$ cat src/rtl/lifo_arb_pkg.sv
// Op and lock-state encodings shared by the LIFO arbiter and its picker.
package lifo_arb_pkg;

  localparam logic OP_PUSH = 1'b0;
  localparam logic OP_POP  = 1'b1;

  typedef enum logic {
    UNLOCKED = 1'b0,
    LOCKED   = 1'b1
  } lock_state_e;

endpackage

$ cat src/rtl/lifo_rr_pick.sv
// Combinational round-robin picker: first set bit of mask scanning upward from ptr, mod N.
module lifo_rr_pick #(
  parameter int N = 2
) (
  input  logic [N-1:0]         mask,
  input  logic [$clog2(N)-1:0] ptr,
  output logic [N-1:0]         grant,
  output logic [$clog2(N)-1:0] index
);

  localparam int IW = $clog2(N);

  logic [IW-1:0] pos;
  logic          found;

  // Explicit compare wrap so non-power-of-two N never lands on an unused index.
  function automatic logic [IW-1:0] wrap_add(input logic [IW-1:0] p, input int k);
    int s;
    s = int'(p) + k;
    if (s >= N) s = s - N;
    return s[IW-1:0];
  endfunction

  always_comb begin
    grant = '0;
    index = '0;
    found = 1'b0;
    pos   = '0;
    for (int k = 0; k < N; k++) begin
      pos = wrap_add(ptr, k);
      if (!found && mask[pos]) begin
        found      = 1'b1;
        grant[pos] = 1'b1;
        index      = pos;
      end
    end
  end

endmodule

$ cat src/rtl/lifo_arbiter.sv
// Shares one LIFO stack between NUM_REQ requesters: round-robin grant, overflow/underflow
// screening, one-cycle registered responses and a per-requester lock with idle timeout.
module lifo_arbiter
  import lifo_arb_pkg::*;
#(
  parameter int NUM_REQ      = 2,
  parameter int DATA_W       = 16,
  parameter int DEPTH        = 16,
  parameter int CNT_W        = 5,
  parameter int LOCK_TIMEOUT = 8
) (
  input  logic                      clock,
  input  logic                      reset,
  input  logic [NUM_REQ-1:0]        req_valid,
  input  logic [NUM_REQ-1:0]        req_op,
  input  logic [NUM_REQ-1:0]        req_lock,
  input  logic [NUM_REQ*DATA_W-1:0] req_data,
  output logic [NUM_REQ-1:0]        req_ready,
  output logic [NUM_REQ-1:0]        rsp_valid,
  output logic                      rsp_op,
  output logic                      rsp_err,
  output logic [DATA_W-1:0]         rsp_data,
  output logic                      lifo_push,
  output logic                      lifo_pop,
  output logic [DATA_W-1:0]         lifo_data,
  input  logic [DATA_W-1:0]         lifo_q,
  input  logic                      lifo_empty,
  input  logic                      lifo_full,
  input  logic [CNT_W-1:0]          lifo_count
);

  localparam int IW = $clog2(NUM_REQ);
  localparam int TW = $clog2(LOCK_TIMEOUT + 1);

  // state    | meaning
  // UNLOCKED | all valid requesters compete round-robin from rr_ptr
  // LOCKED   | only lock_owner may be granted; idle_cnt counts its idle cycles
  lock_state_e lock_state, lock_state_nx;

  logic [IW-1:0]      rr_ptr, rr_ptr_nx;
  logic [IW-1:0]      lock_owner, lock_owner_nx;
  logic [TW-1:0]      idle_cnt, idle_cnt_nx;

  logic [NUM_REQ-1:0] owner_mask;
  logic [NUM_REQ-1:0] cand;
  logic [NUM_REQ-1:0] grant;
  logic [IW-1:0]      grant_idx;
  logic [IW-1:0]      pick_ptr;
  logic               grant_any;
  logic               grant_op;
  logic               grant_lock;
  logic [DATA_W-1:0]  grant_data;
  logic               stack_full;
  logic               stack_empty;
  logic               push_ok;
  logic               pop_ok;
  logic               op_err;

  logic [NUM_REQ-1:0] rsp_valid_q;
  logic               rsp_op_q;
  logic               rsp_err_q;
  logic               rsp_pop_q;

  function automatic logic [IW-1:0] ptr_next(input logic [IW-1:0] p);
    if (p == IW'(NUM_REQ - 1)) return '0;
    return p + IW'(1);
  endfunction

  always_comb begin
    owner_mask = '0;
    for (int i = 0; i < NUM_REQ; i++) owner_mask[i] = (lock_owner == IW'(i));
  end

  // A lock narrows the candidate set to the owner; the same picker then serves both modes.
  assign cand     = reset ? '0 :
                    (lock_state == LOCKED) ? (req_valid & owner_mask) : req_valid;
  assign pick_ptr = (lock_state == LOCKED) ? lock_owner : rr_ptr;

  lifo_rr_pick #(
    .N(NUM_REQ)
  ) u_pick (
    .mask (cand),
    .ptr  (pick_ptr),
    .grant(grant),
    .index(grant_idx)
  );

  assign grant_any   = |grant;
  assign stack_full  = lifo_full  || (lifo_count >= CNT_W'(DEPTH));
  assign stack_empty = lifo_empty || (lifo_count == '0);

  always_comb begin
    grant_op   = |(grant & req_op);
    grant_lock = |(grant & req_lock);
    grant_data = '0;
    for (int i = 0; i < NUM_REQ; i++) begin
      if (grant[i]) grant_data = req_data[i*DATA_W +: DATA_W];
    end
    push_ok = grant_any && (grant_op == OP_PUSH) && !stack_full;
    pop_ok  = grant_any && (grant_op == OP_POP)  && !stack_empty;
    op_err  = grant_any && !push_ok && !pop_ok;
  end

  assign req_ready = grant;
  assign lifo_push = push_ok;
  assign lifo_pop  = pop_ok;
  assign lifo_data = push_ok ? grant_data : '0;

  always_comb begin
    lock_state_nx = lock_state;
    lock_owner_nx = lock_owner;
    idle_cnt_nx   = idle_cnt;
    rr_ptr_nx     = rr_ptr;
    case (lock_state)
      UNLOCKED: begin
        if (grant_any) begin
          rr_ptr_nx = ptr_next(grant_idx);
          if (grant_lock) begin
            lock_state_nx = LOCKED;
            lock_owner_nx = grant_idx;
            idle_cnt_nx   = '0;
          end
        end
      end
      LOCKED: begin
        if (grant_any) begin
          if (grant_lock) begin
            idle_cnt_nx = '0;
          end else begin
            lock_state_nx = UNLOCKED;
            rr_ptr_nx     = ptr_next(lock_owner);
            idle_cnt_nx   = '0;
          end
        end else if (idle_cnt == TW'(LOCK_TIMEOUT - 1)) begin
          lock_state_nx = UNLOCKED;
          idle_cnt_nx   = '0;
        end else if (idle_cnt != TW'(LOCK_TIMEOUT)) begin
          idle_cnt_nx = idle_cnt + TW'(1);
        end
      end
    endcase
  end

  always_ff @(posedge clock) begin
    if (reset) begin
      lock_state  <= UNLOCKED;
      lock_owner  <= '0;
      idle_cnt    <= '0;
      rr_ptr      <= '0;
      rsp_valid_q <= '0;
      rsp_op_q    <= 1'b0;
      rsp_err_q   <= 1'b0;
      rsp_pop_q   <= 1'b0;
    end else begin
      lock_state  <= lock_state_nx;
      lock_owner  <= lock_owner_nx;
      idle_cnt    <= idle_cnt_nx;
      rr_ptr      <= rr_ptr_nx;
      rsp_valid_q <= grant;
      rsp_op_q    <= grant_any && grant_op;
      rsp_err_q   <= op_err;
      rsp_pop_q   <= pop_ok;
    end
  end

  // Popped data arrives on lifo_q the cycle after the pop, alongside the response strobe.
  assign rsp_valid = reset ? '0 : rsp_valid_q;
  assign rsp_op    = !reset && rsp_op_q;
  assign rsp_err   = !reset && rsp_err_q;
  assign rsp_data  = (!reset && rsp_pop_q) ? lifo_q : '0;

endmodule

$ cat config.mk
export PLATFORM = sky130hd
export DESIGN_NAME = lifo_arbiter
export DESIGN_NICKNAME = d
export VERILOG_FILES = /design/src/rtl/lifo_arb_pkg.sv /design/src/rtl/lifo_rr_pick.sv /design/src/rtl/lifo_arbiter.sv
export SDC_FILE = /design/constraint.sdc
export NUM_CORES = 1
export LEC_CHECK = 0
export ABC_AREA = 0
export CORE_MARGIN = 3
export CORE_UTILIZATION = 27
export DETAILED_ROUTE_END_ITERATION = 8
export GPL_ROUTABILITY_DRIVEN = 1
export PLACE_DENSITY = 0.76
export SLEW_MARGIN = 15
export SYNTH_ARGS = -nofsm -noshare
export SYNTH_HDL_FRONTEND = slang
export SYNTH_SLANG_ARGS = --single-unit
$ cat constraint.sdc
create_clock -name clock -period 1.65 [get_ports clock]
set_clock_uncertainty 0.15 [all_clocks]
set_input_delay 0.165 -clock clock [delete_from_list [all_inputs] [get_ports clock]]
set_output_delay 0.165 -clock clock [all_outputs]
set_load 0.05 [all_outputs]
==> flow_summary.ini <==
; flow metrics
[setup_path]
critical-path-top-delay-family = buffers and inverters
cp_slowest_stage_delay_ns = 0.47
cp_max_fo = 4
arrival_ns = 1.91
crit_top_cell = buf_6
crit_type = register to primary output
crit_slowest_cell = a2111oi_4
crit_chain = buf_6 -> nand3b_1 -> buf_6 -> nand4_4 -> a2111oi_4 -> clkbuf_16

[yosys]
ys_cells = 139
fp_nets = 204
ys_area_sq_um = 1090
compound_area_frac = 0.235
synth-edff-count = 0
synth_area_sq_um = 1090
mux_area_frac = 0.0563
xor_share = 0

[pwr]
internal-power_w = 0.000920
p_total_w = 0.00139
pwr-share-clk = 0.243
netSwitchingFraction = 0.339
p_per_area_nw_per_um2 = 414
ir_worst_vdd_mv = 0.433
power_frac_comb = 0.529
switching_power_w = 0.000473
p_leak_nw = 1.26

[final_timing]
hold_viol = 0
rsz0062_at_grt = yes
maxSlewHeadroom = 0.749
fin_tns_setup_ns = -11.81
setup_viol = 29
setup_ws_ns = -0.576
fin_crit_sh = 1.35

[finish]
layout.nets = 345
antenna_cells = 0
final_cell_mix = clkdlybuf4s50_1 (59), buf_12 (44), buf_4 (23), nor2_4 (16), and2_1 (15)
fin_cells = 327

[grt]
grt_max_degree = 18
grt_remaining_overflow = 0
grt_pass1_wl_um = 9210
antenna_found_initial = 0

[clock_network]
clk_pin_slew_ns = 0.06
clock_sinks = 12
tritoncts = yes
htree_num_levels = 1
cts-root-buf = clkbuf_8
cts_max_path_buffers = 2
cts_buffers = 3

[floorplanning]
initCoreUtil = 0.289
fp.dieW_um = 69.5
die_h_um = 69.5
fp.coreArea_sq_um = 3770
rows = 22

[detailed_routing]
dr.pass1.iters = 5
viasPerCell = 5.48
drt_iter0_drc = 151
ant_nets = 0

[run]
drv_cap = 0
log.warning_count = 30

[run_status]
status = complete, but fails checks
violations = setup timing

[place]
placed_cell_area_sq_um = 2900
place_congestion = 0.907

[min_path]
min-delay-path-class = primary input to register
==> layout make-up <==
cell class                 count  area (sq um)
clock buffer                   4          55.1
timing repair buffer         145          1870
inverter                       5          22.5
tap                           48          60.1
multi-input combinational    113          1110
fill                         137           405
sequential                    12           248
==> worst min-delay path: stages <==
cell and delay [ns]:
clkbuf_2 0.16, buf_6 0.18, a31oi_4 0.04
==> routing by layer <==
metal  up-vias  global-route usage  share of wire
met1       850               0.242           0.33
met4         0              0.0911          0.029
met3        20              0.0652          0.097
met5         -                   0              0
li1        789                   -              -
met2       134               0.461           0.54
==> metrics by stage <==
step	hold slack [ns]	worst slack [ns]
global placement	0.338	-0.544
floorplan	0.0981	-0.415
detailed placement	0.356	-0.599
CTS	0.361	-0.473
finish	0.194	-0.576
global route	0.208	-0.633
==> power by group through the flow <==
stage / combinational (W) / clock, W / sequential [W]
after floorplan: 0.000244 / 0 / 0.000318
after global placement: 0.000565 / 0 / 0.000320
after detailed placement: 0.000579 / 0 / 0.000321
after CTS: 0.000646 / 0.000328 / 0.000316
after global routing: 0.000762 / 0.000354 / 0.000319
final: 0.000737 / 0.000338 / 0.000318
==> cells in the mapped netlist, types with 2 or more instances <==
library cell | count | area, sq um
a22oi_1 | 17 | 128
nand3_1 | 4 | 20.0
inv_1 | 5 | 18.8
dfxtp_1 | 12 | 240
mux2_4 | 2 | 30.0
buf_2 | 4 | 20.0
nor2_1 | 20 | 75.1
nand3b_1 | 2 | 15.0
and3_1 | 4 | 25.0
buf_6 | 3 | 33.8
ha_1 | 2 | 25.0
mux2i_1 | 2 | 20.0
a21oi_1 | 3 | 15.0
nand2b_1 | 2 | 12.5
nand4_1 | 6 | 37.5
and2_1 | 16 | 100
nand2_1 | 5 | 18.8
nor2b_1 | 9 | 56.3
==> kinds of logic (layout without fill, tap and decap cells) <==
| family | Yosys count | after routing |
|---|---|---|
| compound gates | 32 | 32 |
| fa+ha+maj | 2 | 2 |
| buf+inv | 14 | 154 |
| flops | 12 | 12 |
| mux | 5 | 5 |
| simple gates | 74 | 74 |
==> sequential cells by signal, summed over array words and instances (netlist names) <==
name,count
idle_cnt,4
rsp_valid_q,2
lock_owner,1
lock_state,1
rr_ptr,1
rsp_err_q,1
rsp_op_q,1
rsp_pop_q,1
==> what timing repair did <==
item                                    in CTS  in global routing
buffers inserted                             3                 11
pin swaps                                    9                 16
endpoints found under the setup margin      44                 45
gates cloned                                 0                  2
resized                                     42                 26
==> worst paths after layout <==
path / slack [ns] / cells past startpoint / start / endpoint
max reg2reg: -0.31 / 8 / lock_state / idle_cnt[3]
max: -0.58 / 6 / lock_state / lifo_pop
min reg2reg: 0.36 / 2 / idle_cnt[1] / idle_cnt[1]
min: 0.19 / 3 / reset / lock_state
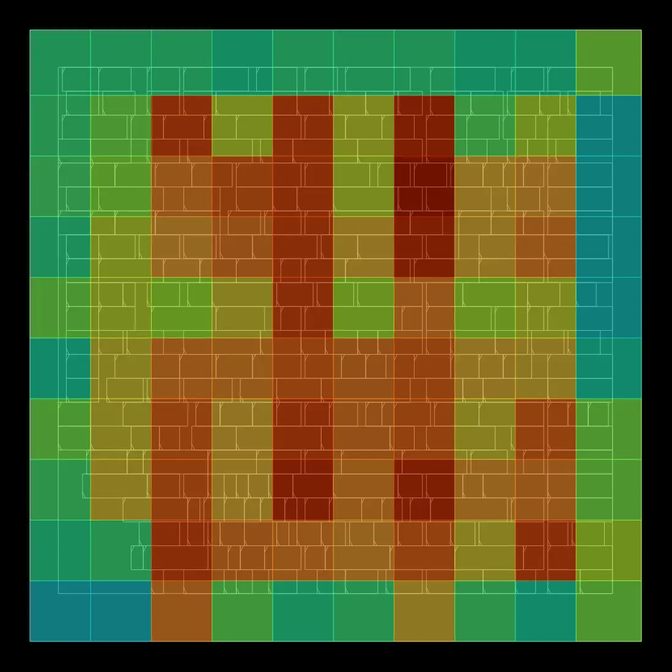
final_congestion.png
GRT met2 Usage: 0.461
final core occ: 0.893
WL per Instance: 20.7 um
GRT Max-Usage Layer: met2

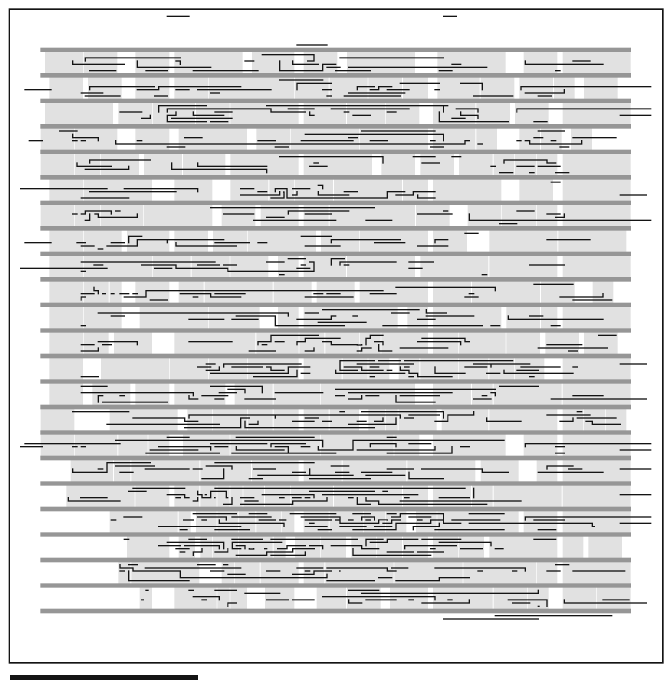
met1.png
The bar under the picture is 20 um long. Supply wires on this layer in grey.
nets with wire on the layer	284
main direction	horizontal
routed wire length: 6760 um
DR vias: 1793
grt met1 use: 0.242

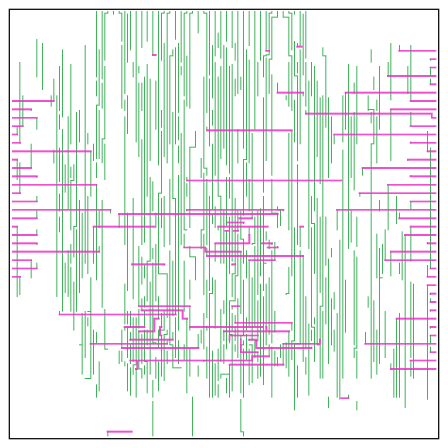
metal_stack.png
Only two layers are drawn.
colour	layer	wire length
magenta	met3	658 um
green	met2	3660 um
gr usage total: 0.240

Power and IR drop assume default switching activity.
